==> src/rtl/carregador_programa_uart_pkg.sv <==
// Shared definitions for the UART boot loader: loader and receiver state
// encodings plus the default bit timing and memory size.
package carregador_programa_uart_pkg;

   localparam int unsigned DEFAULT_CLKS_PER_BIT = 434;
   localparam int unsigned DEFAULT_ADDR_W       = 8;

   typedef enum logic [2:0] {
      LEN_HI,
      LEN_LO,
      DATA,
      WRITE,
      DONE,
      ERROR
   } loader_state_e;

   typedef enum logic [1:0] {
      RX_IDLE,
      RX_START,
      RX_DATA,
      RX_STOP
   } rx_state_e;

endpackage

==> src/rtl/carregador_programa_uart_rx_byte.sv <==
// 8N1 UART byte receiver: input synchroniser, mid-bit sampling, start-bit
// glitch rejection, one-cycle rx_valid_o / frame_err_o pulses.
module uart_rx_byte
   import carregador_programa_uart_pkg::*;
#(
   parameter int unsigned CLKS_PER_BIT = DEFAULT_CLKS_PER_BIT
) (
   input  logic       clk_i,
   input  logic       rst_ni,
   input  logic       rx_i,
   output logic       rx_valid_o,
   output logic [7:0] rx_byte_o,
   output logic       frame_err_o
);

   localparam int unsigned CNT_W = $clog2(CLKS_PER_BIT);
   localparam logic [CNT_W-1:0] BIT_LAST  = CNT_W'(CLKS_PER_BIT - 1);
   localparam logic [CNT_W-1:0] HALF_LAST = CNT_W'(CLKS_PER_BIT / 2 - 1);

   rx_state_e        state_q, state_d;
   logic             rxMeta_q, rxSync_q, rxPrev_q;
   logic [CNT_W-1:0] cnt_q, cnt_d;
   logic [2:0]       bitIdx_q, bitIdx_d;
   logic [7:0]       shift_q, shift_d;
   logic             valid_q, valid_d;
   logic             ferr_q, ferr_d;

   // Line resets to idle-high so releasing reset never fakes a start edge.
   always_ff @(posedge clk_i or negedge rst_ni) begin
      if (!rst_ni) begin
         rxMeta_q <= 1'b1;
         rxSync_q <= 1'b1;
         rxPrev_q <= 1'b1;
         state_q  <= RX_IDLE;
         cnt_q    <= '0;
         bitIdx_q <= '0;
         shift_q  <= '0;
         valid_q  <= 1'b0;
         ferr_q   <= 1'b0;
      end else begin
         rxMeta_q <= rx_i;
         rxSync_q <= rxMeta_q;
         rxPrev_q <= rxSync_q;
         state_q  <= state_d;
         cnt_q    <= cnt_d;
         bitIdx_q <= bitIdx_d;
         shift_q  <= shift_d;
         valid_q  <= valid_d;
         ferr_q   <= ferr_d;
      end
   end

   always_comb begin
      state_d  = state_q;
      cnt_d    = cnt_q + 1'b1;
      bitIdx_d = bitIdx_q;
      shift_d  = shift_q;
      valid_d  = 1'b0;
      ferr_d   = 1'b0;
      unique case (state_q)
         RX_IDLE: begin
            cnt_d = '0;
            if (rxPrev_q && !rxSync_q) state_d = RX_START;
         end
         RX_START: begin
            if (cnt_q == HALF_LAST) begin
               cnt_d    = '0;
               bitIdx_d = '0;
               state_d  = rxSync_q ? RX_IDLE : RX_DATA;
            end
         end
         RX_DATA: begin
            if (cnt_q == BIT_LAST) begin
               cnt_d    = '0;
               shift_d  = {rxSync_q, shift_q[7:1]};
               bitIdx_d = bitIdx_q + 1'b1;
               if (bitIdx_q == 3'd7) state_d = RX_STOP;
            end
         end
         RX_STOP: begin
            if (cnt_q == BIT_LAST) begin
               state_d = RX_IDLE;
               valid_d = rxSync_q;
               ferr_d  = !rxSync_q;
            end
         end
         default: state_d = RX_IDLE;
      endcase
   end

   assign rx_valid_o  = valid_q;
   assign rx_byte_o   = shift_q;
   assign frame_err_o = ferr_q;

endmodule

==> src/rtl/carregador_programa_uart.sv <==
// Serial boot loader: receives a length-prefixed big-endian program image over
// UART, writes it into instruction memory and holds the CPU until it is loaded.
module carregador_programa_uart
   import carregador_programa_uart_pkg::*;
#(
   parameter int unsigned CLKS_PER_BIT = DEFAULT_CLKS_PER_BIT,
   parameter int unsigned ADDR_W       = DEFAULT_ADDR_W
) (
   input  logic        clk_i,
   input  logic        rst_ni,
   input  logic        uart_rx_i,
   output logic        mem_we_o,
   output logic [31:0] mem_addr_o,
   output logic [31:0] mem_wdata_o,
   output logic        cpu_hold_o,
   output logic        done_o,
   output logic        err_o
);

   localparam logic [16:0] CAPACITY = 17'(1) << ADDR_W;
   localparam int unsigned ADDR_PAD = 32 - ADDR_W - 2;

   logic [1:0]      rstPipe_q;
   logic            rstSyncN;
   logic            rxValid, frameErr;
   logic [7:0]      rxByte;
   logic [15:0]     lenNext;

   loader_state_e   state_q, state_d;
   logic [7:0]      lenHi_q, lenHi_d;
   logic [15:0]     len_q, len_d;
   logic [1:0]      byteIdx_q, byteIdx_d;
   logic [ADDR_W:0] wordIdx_q, wordIdx_d;
   logic [23:0]     asm_q, asm_d;
   logic [31:0]     memAddr_q, memAddr_d;
   logic [31:0]     memWdata_q, memWdata_d;

   // Reset asserts asynchronously but releases only after two clean clock edges.
   always_ff @(posedge clk_i or negedge rst_ni) begin
      if (!rst_ni) rstPipe_q <= 2'b00;
      else         rstPipe_q <= {rstPipe_q[0], 1'b1};
   end
   assign rstSyncN = rstPipe_q[1];

   uart_rx_byte #(
      .CLKS_PER_BIT(CLKS_PER_BIT)
   ) uRx (
      .clk_i      (clk_i),
      .rst_ni     (rstSyncN),
      .rx_i       (uart_rx_i),
      .rx_valid_o (rxValid),
      .rx_byte_o  (rxByte),
      .frame_err_o(frameErr)
   );

   assign lenNext = {lenHi_q, rxByte};

   always_ff @(posedge clk_i or negedge rstSyncN) begin
      if (!rstSyncN) begin
         state_q    <= LEN_HI;
         lenHi_q    <= '0;
         len_q      <= '0;
         byteIdx_q  <= '0;
         wordIdx_q  <= '0;
         asm_q      <= '0;
         memAddr_q  <= '0;
         memWdata_q <= '0;
      end else begin
         state_q    <= state_d;
         lenHi_q    <= lenHi_d;
         len_q      <= len_d;
         byteIdx_q  <= byteIdx_d;
         wordIdx_q  <= wordIdx_d;
         asm_q      <= asm_d;
         memAddr_q  <= memAddr_d;
         memWdata_q <= memWdata_d;
      end
   end

   // Only the first three bytes of a word are buffered; the fourth completes it directly.
   always_comb begin
      state_d    = state_q;
      lenHi_d    = lenHi_q;
      len_d      = len_q;
      byteIdx_d  = byteIdx_q;
      wordIdx_d  = wordIdx_q;
      asm_d      = asm_q;
      memAddr_d  = memAddr_q;
      memWdata_d = memWdata_q;
      if (frameErr && state_q != DONE) begin
         state_d = ERROR;
      end else begin
         unique case (state_q)
            LEN_HI: begin
               if (rxValid) begin
                  lenHi_d = rxByte;
                  state_d = LEN_LO;
               end
            end
            LEN_LO: begin
               if (rxValid) begin
                  len_d = lenNext;
                  if (lenNext == 16'd0) begin
                     state_d = DONE;
                  end else if ({1'b0, lenNext} > CAPACITY) begin
                     state_d = ERROR;
                  end else begin
                     state_d   = DATA;
                     byteIdx_d = '0;
                     wordIdx_d = '0;
                  end
               end
            end
            DATA: begin
               if (rxValid) begin
                  asm_d     = {asm_q[15:0], rxByte};
                  byteIdx_d = byteIdx_q + 1'b1;
                  if (byteIdx_q == 2'd3) begin
                     memWdata_d = {asm_q, rxByte};
                     memAddr_d  = {{ADDR_PAD{1'b0}}, wordIdx_q[ADDR_W-1:0], 2'b00};
                     state_d    = WRITE;
                  end
               end
            end
            WRITE: begin
               wordIdx_d = wordIdx_q + 1'b1;
               state_d   = (16'(wordIdx_q) + 16'd1 == len_q) ? DONE : DATA;
            end
            DONE:    state_d = DONE;
            ERROR:   state_d = ERROR;
            default: state_d = ERROR;
         endcase
      end
   end

   assign mem_we_o    = (state_q == WRITE);
   assign mem_addr_o  = memAddr_q;
   assign mem_wdata_o = memWdata_q;
   assign done_o      = (state_q == DONE);
   assign cpu_hold_o  = (state_q != DONE);
   assign err_o       = (state_q == ERROR);

endmodule

==> config.mk <==
export PLATFORM = sky130hd
export DESIGN_NAME = carregador_programa_uart
export DESIGN_NICKNAME = d
export VERILOG_FILES = /design/src/rtl/carregador_programa_uart_pkg.sv /design/src/rtl/carregador_programa_uart_rx_byte.sv /design/src/rtl/carregador_programa_uart.sv
export SDC_FILE = /design/constraint.sdc
export NUM_CORES = 1
export LEC_CHECK = 0
export CAP_MARGIN = 20
export CORE_MARGIN = 2
export CORE_UTILIZATION = 27
export DETAILED_ROUTE_END_ITERATION = 8
export PLACE_DENSITY = 0.49
export SLEW_MARGIN = 20
export SYNTH_ARGS = -nofsm -noshare
export SYNTH_HDL_FRONTEND = slang
export SYNTH_SLANG_ARGS = --single-unit
==> constraint.sdc <==
create_clock -name clk_i -period 12.4 [get_ports clk_i]
set_input_delay 3.1 -clock clk_i [delete_from_list [all_inputs] [get_ports clk_i]]
set_output_delay 3.1 -clock clk_i [all_outputs]
set_load 0.02 [all_outputs]
Run 1, sequential cells grouped by signal name:
The bar under the picture is 50 um long.
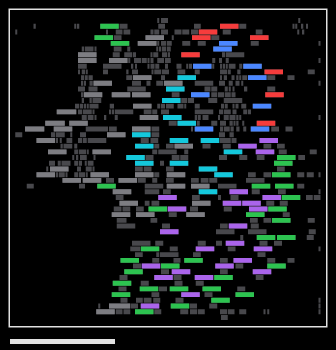
len_q: in cyan, flops 16, where centre. wordIdx_q: in blue, flops 9. asm_q: in purple, flops 24. mem_wdata_o: in green, flops 32. mem_addr_o: in red, flops 8, where upper right.
Another 42 sequential cells are not coloured.

Run 1, signal wires on met3:
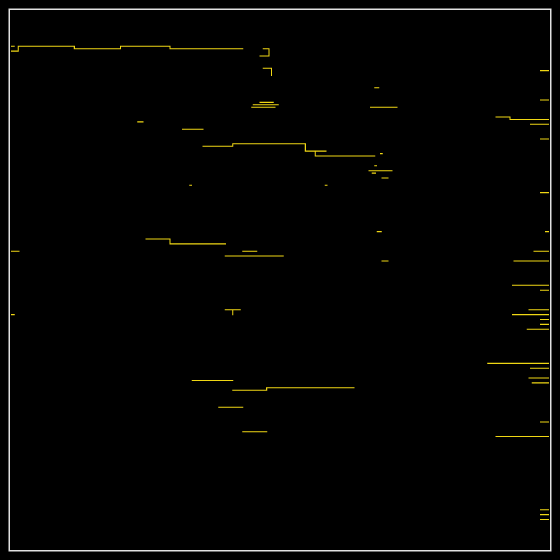
The longest straight run is 24.4 um. The wires run mostly horizontal.

Run 1, logic cells by family:
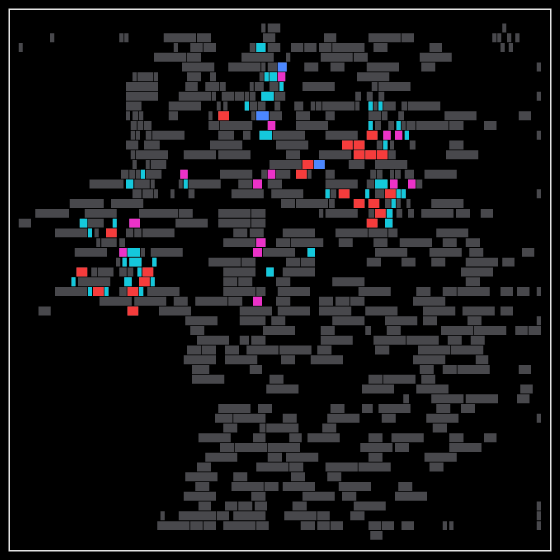
AND and OR gates: in magenta, cells 14. NOR gates: in cyan, cells 40. XOR/XNOR gates: in red, cells 22. AND-OR and OR-AND gates: in blue, cells 3.

Run 1, congestion heat map:
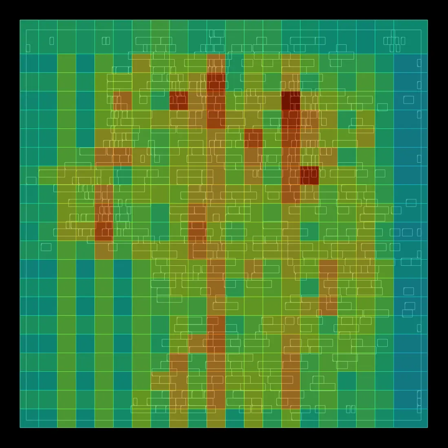
met2 Track Usage GR: 0.183
GRT Util Overall: 0.111

==> results_slide.txt, run 1 <==
Synthesis and Place & Route Summary

Status
  – Status: finished clean

Final timing
  – Worst-Margin Slew: 0.682 ns
  – Slew HR: 0.545
  – Period utilization: 0.410
  – Max Freq: 196 MHz
  – Final min period: ~5.1 ns
  – RSZ-0062 raised after global routing: no
  – Final hold viol count: 0

Final layout
  – # clk buffers: 19
  – Sequential cell area share: 0.465
  – Most numerous logic cells after layout: dfrtp_1, mux2_2, clkdlybuf4s50_1, nand2_1, nor2_1
  – Ant diodes: 0
  – Max reg flops: 32
  – Logic area: ~2300 um^2
  – Flop count: approximately 130
  – Logic gate fraction of the total cell area: 0.329
  – Inverters: 11
  – Fill count: 2,058
  – Register Area: about 3300 um^2

Global routing
  – Most Crowded Layer GR: met2
  – Grt met1 use: 0.136
  – Grt total ovfl: 0
  – Number of global-route vias before repair: 3,616
  – Initial antenna violation count: 0
  – First-pass GRT wire length: 19.3 mm
  – Largest net degree at the start of global routing: about 79

Logic synthesis
  – Cells in synth_stat.txt: between 400 and 500
  – Asr flop ratio synth: 1.00
  – Main logic family after synthesis: multiplexers
  – Predominant post-synthesis flop cell: dfrtp_1
  – Count leader, synth: dfrtp_1
  – Mapped cell area: ~5800 um^2
  – AO/OA Area Share: 0.0425
  – Area leader share: 0.553
  – Post-synthesis simple-gate area fraction: 0.0924
  – EDFF count, synth: 0
  – Cell count after synthesis: ~460
  – Top cells by count, synth: dfrtp_1, mux2_2, nand2_1
  – Adders+Majority by Area: 0.0237
  – YS chip area: 5800 um^2
  – MUX share of area: 0.192
  – Top cells, area: dfrtp_1, mux2_2, buf_4

Power
  – Internal power: between 700 and 800 uW
  – P_leak: 3.39 nW
  – Combinational share of power: 0.068
  – Pwr dens: 140 nW/um^2
  – Sw Share: 0.248
  – Combinational power: 67.4 uW
  – Main power group: clock
  – Flop pwr share: 0.456
  – Total power: 987 uW

CTS
  – Total CTS buffers: 17
  – Clock buffer depth: 2
  – CTS tree: done
  – CTS root buffer: clkbuf_16
  – Post-CTS setup repair buffer count: 0
  – Hold-fix buffers, CTS: 0

Routing
  – Routed length on met2: 5.88 mm
  – WL met3: roughly 430 um
  – DRC Markers: 0
  – Vias: 3,542
  – Max Used Layer: met4
  – DR WL/cell: between 10 and 15 um
  – Vias/cell: 4.43

Critical path
  – Arrival @ worst endpoint: 1.99 ns
  – Critical path buffers and inverters: 2
  – R2R setup slack: 10.04 ns
  – Crit start category: flip-flop
  – Critical path origin: state_q[1]$_DFFE_PN0P_
  – Worst path max stage delay: 0.66 ns
  – Crit. End Element: output port
  – CP required: 9.30 ns
  – Worst reg2reg endpoint: state_q[1]$_DFFE_PN0P_
  – Worst r2r path cells: 7
  – Crit-path leading delay family: buffers and inverters

Floorplanning
  – Core Util at FP: 0.276
  – Die height: 151 um
  – Die Wd: 151 um
  – Tap cells: between 200 and 300
  – Core Rows: 53

Worst hold path
  – Min-Delay Endpoint: rstPipe_q[1]$_DFF_PN0_
  – Hold_sp: rstPipe_q[0]$_DFF_PN0_
  – Hold Path Stages: 0

Placed design
  – RD Place Congestion: 0.849
  – Hpwl dp: ~8 mm

Job
  – Tool warnings: 31
[run 1: worst reg2reg max path: cells and delay by family (launching register included)]
family | cells | cell delay (ns)
simple gates | 3 | 0.56
flops | 1 | 0.49
fa+ha+maj | 1 | 0.37
compound gates | 3 | 0.80
[run 1: stage by stage]
stage | instance area, um^2 | hold slack [ns] | setup WS (ns) | utilization | cells
finish | 7060 | 0.347 | 7.31 | 0.336 | 800
global route | 7060 | 0.358 | 7.19 | 0.336 | 800
CTS | 7040 | 0.352 | 7.30 | 0.335 | 799
detailed placement | 6480 | 0.338 | 7.77 | 0.308 | 767
global placement | 6480 | 0.337 | 7.84 | 0.308 | 767
floorplan | 5880 | 0.331 | 8.04 | - | 482
Run 1, met2 routing:
The bar under the picture is 50 um long.
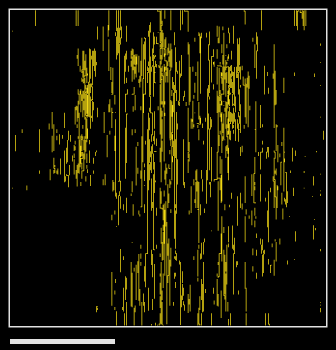

--- run 2 (diff from run 1) ---
--- a/config.mk
+++ b/config.mk
@@ -9,7 +9,7 @@
 export CORE_MARGIN = 2
 export CORE_UTILIZATION = 27
 export DETAILED_ROUTE_END_ITERATION = 8
-export PLACE_DENSITY = 0.49
+export PLACE_DENSITY = 0.5
 export SLEW_MARGIN = 20
 export SYNTH_ARGS = -nofsm -noshare
 export SYNTH_HDL_FRONTEND = slang
==> constraint.sdc (replaced) <==
create_clock -name clk_i -period 4.6 [get_ports clk_i]
set_input_delay 1.15 -clock clk_i [delete_from_list [all_inputs] [get_ports clk_i]]
set_output_delay 1.15 -clock clk_i [all_outputs]
set_load 0.02 [all_outputs]
Run 2, met2 routing:
The bar under the picture is 50 um long.
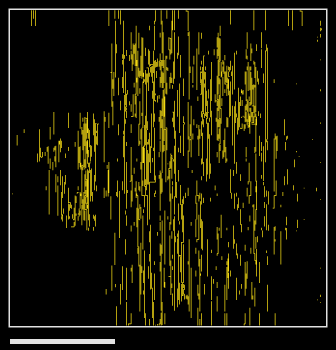
481 nets have wire on it. The layer holds 51% of the routed length. The wires run mostly vertical. The longest straight run is 53.1 um.

Run 2, logic cells by family:
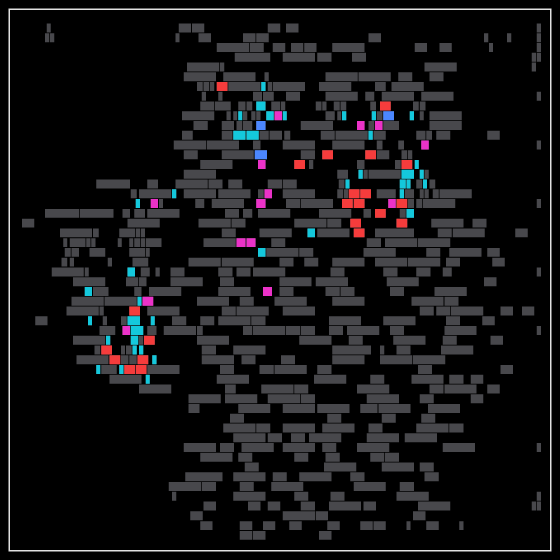
XOR/XNOR gates: in red, cells 22. AND and OR gates: in magenta, cells 14. NOR gates: in cyan, cells 40. AND-OR and OR-AND gates: in blue, cells 3.

Run 2, signal wires on met3:
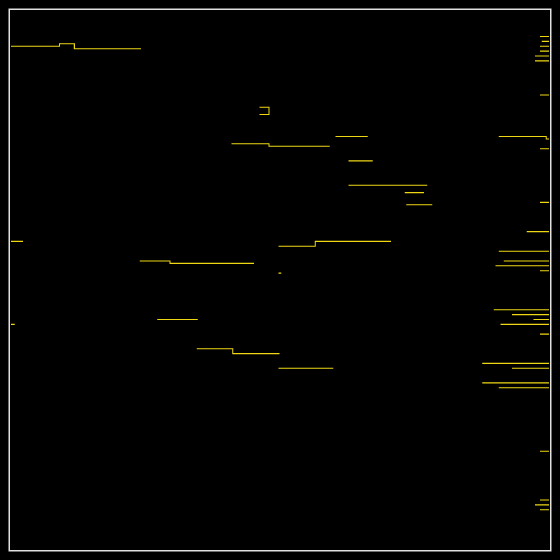
The longest straight run is 23.2 um. The layer carries 442 um of wire. The layer holds 3.8% of the routed length. The wires run mostly horizontal.

==> results_slide.txt, run 2 <==
Synthesis and Place & Route Summary

Final layout
  – Final cell count without fillers: 801 (+0.13%)
  – Post-layout util: 0.338 (+0.00196)
  – Final Cell Area: 7100 um^2 (+0.58%)
  – Max reg flops: 32 (unchanged)

Final timing
  – Final worst slack: 1.44 ns (-5.87 ns)
  – Period utilization: 0.688
  – RSZ-0062 raised after global routing: no
  – Slew HR: 0.516 (-0.0297)
  – Final hold viol count: 0 (unchanged)
  – Max Freq: 316 MHz
  – Final min period: 3.16 ns
  – Worst-Margin Slew: 0.726 ns (+0.0445 ns)

Global routing
  – Grt total ovfl: 0 (unchanged)
  – Grt met1 use: 0.133 (-0.00313)
  – Most Crowded Layer GR: met2
  – Largest net degree at the start of global routing: 58 (-27%)
  – Met2 Track Usage GR: 0.187 (+0.00455)
  – First-pass GRT wire length: 19.5 mm (+1.1%)
  – Initial antenna violation count: 0 (unchanged)

Logic synthesis
  – Area leader share: 0.553 (unchanged)
  – Asr flop ratio synth: 1.00 (unchanged)
  – Cells in synth_stat.txt: 459 (unchanged)
  – AO/OA Area Share: 0.0425 (unchanged)
  – Mapped cell area: 5800 um^2 (unchanged)
  – Count leader, synth: dfrtp_1
  – Top cells, area: dfrtp_1, mux2_2, buf_4
  – MUX share of area: 0.192 (unchanged)
  – YS chip area: 5800 um^2 (unchanged)
  – Top cells by count, synth: dfrtp_1, mux2_2, nand2_1
  – Cell count after synthesis: 459 (unchanged)
  – Predominant post-synthesis flop cell: dfrtp_1
  – Main logic family after synthesis: multiplexers

Power
  – Total power: 2.73 mW (+180%)
  – Combinational power: 174 uW (+160%)
  – Main power group: clock
  – P_leak: 3.41 nW (+0.66%)
  – Pwr dens: 384 nW/um^2 (+170%)
  – Flop pwr share: 0.445 (-0.011)
  – Combinational share of power: 0.064 (-0.004)

Worst hold path
  – Hold_sp: rstPipe_q[0]$_DFF_PN0_
  – Hold Path Stages: 0 (unchanged)
  – Min-Delay Endpoint: rstPipe_q[1]$_DFF_PN0_

Status
  – Status: finished clean

Critical path
  – Crit start category: flip-flop
  – R2R setup slack: 2.11 ns (-7.93 ns)
  – Worst r2r path cells: 6 (-1)
  – Critical path origin: state_q[0]$_DFFE_PN0P_
  – Worst reg2reg endpoint: mem_wdata_o[0]$_DFFE_PN0P_
  – CP required: 3.45 ns (-5.85 ns)
  – Arrival @ worst endpoint: 2.01 ns (+0.02 ns)

CTS
  – Total CTS buffers: 17 (unchanged)
  – Post-CTS setup repair buffer count: 0 (unchanged)
  – CTS tree: done
  – CTS root buffer: clkbuf_16
  – Hold-fix buffers, CTS: 0 (unchanged)
  – Clock buffer depth: 2 (unchanged)

Placed design
  – RD Place Congestion: 0.796 (-6.3%)
  – Pre-CTS setup slack: 1.87 ns (-5.90 ns)
  – Dpl cells: 769 (+0.26%)
  – Hpwl dp: 8.02 mm (+2.0%)

Floorplanning
  – Die height: 151 um (unchanged)
  – Die Wd: 151 um (unchanged)
  – Core Rows: 53 (unchanged)

Routing
  – DRC Markers: 0 (unchanged)
  – Vias/cell: 4.43 (about the same)
  – Vias: 3,547 (+0.14%)
## run 2: cell counts after synthesis
Identical to the previous run, type by type.
## run 2: worst max-delay path, cell delays in order (launching register included)
cell and delay [ns]:
dfrtp_1 0.54, inv_1 0.14, nor3b_1 0.26, clkdlybuf4s50_1 0.65
## run 2: layout make-up
type                    count  area [um^2]
fillers                  2051        13900
flip-flops and latches    131         3290
multi-input cells         301         2320
repair buffers             51          518
clock buffers              19          443
well taps                 275          344
clock inverters            13          149
inverters                  11         41.3
## run 2: layer usage
layer / part of all wire / vias to the layer above
li1: - / 1670
met1: 0.45 / 1819
met2: 0.51 / 52
met3: 0.038 / 6
met4: 0.0080 / 0
met5: 0 / -
Power and IR drop assume default switching activity.
